Design lcd_msg_arbiter_flat, sky130hd; sources not shown.
**Met2 routing**

Cells faint in the background.
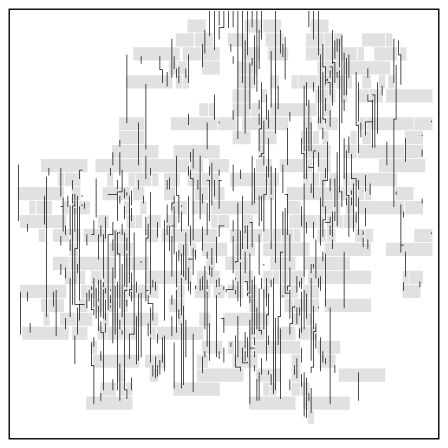
main direction: vertical
longest straight run: 27.2 µm
wire length on this layer: 2,520 µm
share of all routed wire: 46%
final wirelength: 5470 µm
total via count after detailed routing: 2,135
grt met2 use: 26.2%

**Wiring by layer**

Only two layers are drawn.
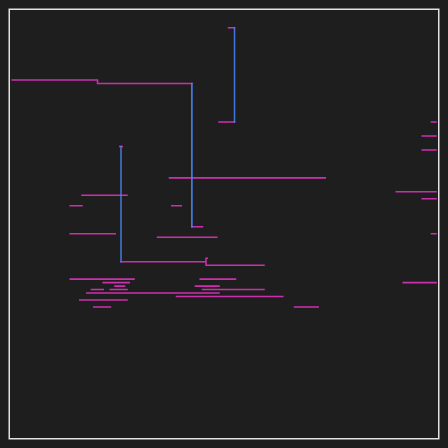
[magenta] M3 | wire length: 271 µm
[blue] M4 | wire length: 68.7 µm
aggregate global-route resource usage: 17.4%
Wirelength per Cell: 14.3 µm

**Met1 routing**

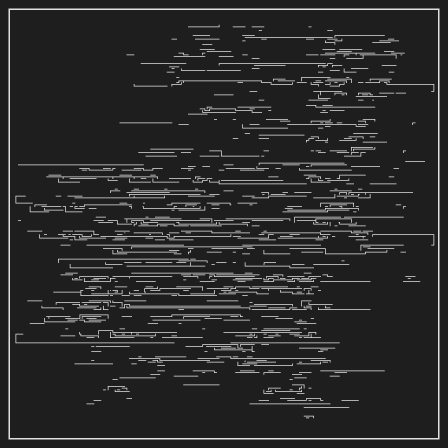
longest straight run: 30.8 µm
wire length on this layer: 2,610 µm
nets with wire on the layer: 290
main direction: horizontal
share of all routed wire: 48%
fraction of met1 tracks used by global routing: 24.9%

**Drive-strength map**

The bar under the picture is 20 µm long.
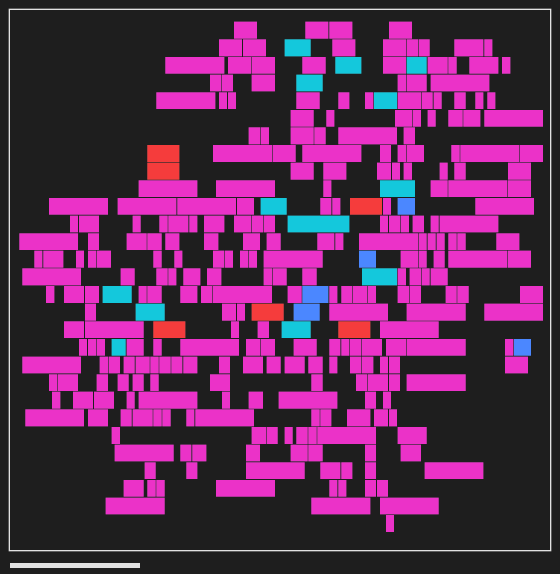
[cyan] x2 | cells: 13 | most used: mux2_2
[blue] x3 and x4 | cells: 5 | most used: buf_4
[magenta] x1 and smaller | cells: 282 | most used: dfrtp_1
[red] x6 and larger | cells: 6 | most used: clkbuf_8
final critical-path setup slack: 1.62 ns
number of non-clock buffers: 26
relative area change from synthesis to final layout: 14.5%
post-route standard cell area excluding fillers: 2880 µm²

==> tab_implementation.tex <==
% Generated from flow reports
\begin{tabular}{lr}
\hline
Metric & Value \\
\hline
\multicolumn{2}{l}{\textbf{Clocking}} \\
Num CTS Buffers & 5 \\
Hold-fix buffers at CTS & 0 \\
CTS sink cnt & 44 \\
\# H-tree levels & 2 \\
Clock root cell & clkbuf\_8 \\
\multicolumn{2}{l}{\textbf{Power}} \\
VDD IR max & between 0.00015 and 0.0002 V \\
Internal power & between 0.5 and 0.6 mW \\
Power dissipated in the clock network & 0.263 mW \\
\multicolumn{2}{l}{\textbf{Run status}} \\
Result of the run & complete, no violations \\
\multicolumn{2}{l}{\textbf{Die}} \\
Core Region & 6390 µm² \\
Width of the chip & between 80 and 90 µm \\
\multicolumn{2}{l}{\textbf{Critical path}} \\
Startpoint type of the worst setup path & input pin \\
Logic depth of the worst path, buffers included & 7 \\
Cell family contributing the most delay on the critical path & simple AND/OR/NAND/NOR gates \\
\multicolumn{2}{l}{\textbf{Logic synthesis}} \\
Top cells by count & dfrtp\_1 (43), nor2\_1 (39), nand2\_1 (32), o21ai\_0 (20), nor3\_1 (16) \\
Post-synthesis cell type with the largest combined area & dfrtp\_1 \\
Count of yosys warnings during synthesis & 0 \\
Syn\_nets & approximately 300 \\
Ranking of synthesized cells by area & dfrtp\_1 (43\%), nor2\_1 (5.8\%), nand2\_1 (4.8\%) \\
Top area contributor share & 42.8\% \\
XOR/XNOR Area Share & 4.18\% \\
Main logic family & simple AND/OR/NAND/NOR gates \\
\multicolumn{2}{l}{\textbf{Route}} \\
Highest metal layer used by the detailed router & met4 \\
Met3 Wirelength & 270 µm \\
Wire length on met2 & 2520 µm \\
Per-cell via count in the routed design & roughly 5.6 \\
\multicolumn{2}{l}{\textbf{STA}} \\
Number of endpoints with negative hold slack in the final report & 0 \\
Final Skew & 0.0119 ns \\
Max Transition Viols Final & 0 \\
\multicolumn{2}{l}{\textbf{Place}} \\
Cell area after placement & 2790 µm² \\
Worst slack at placement & 1.28 ns \\
\multicolumn{2}{l}{\textbf{Min path}} \\
Worst min-delay path category & register to register \\
\multicolumn{2}{l}{\textbf{Final layout}} \\
Dominant kind of cell & multi-input combinational cells \\
Layout buffering overhead excluding clock cells & 8.77\% \\
Number of non-clock inverters & 10 \\
Tally of clock buffers in the finished layout & 8 \\
\hline
\end{tabular}
No activity file was given, so power comes from the tool's default toggle rates.
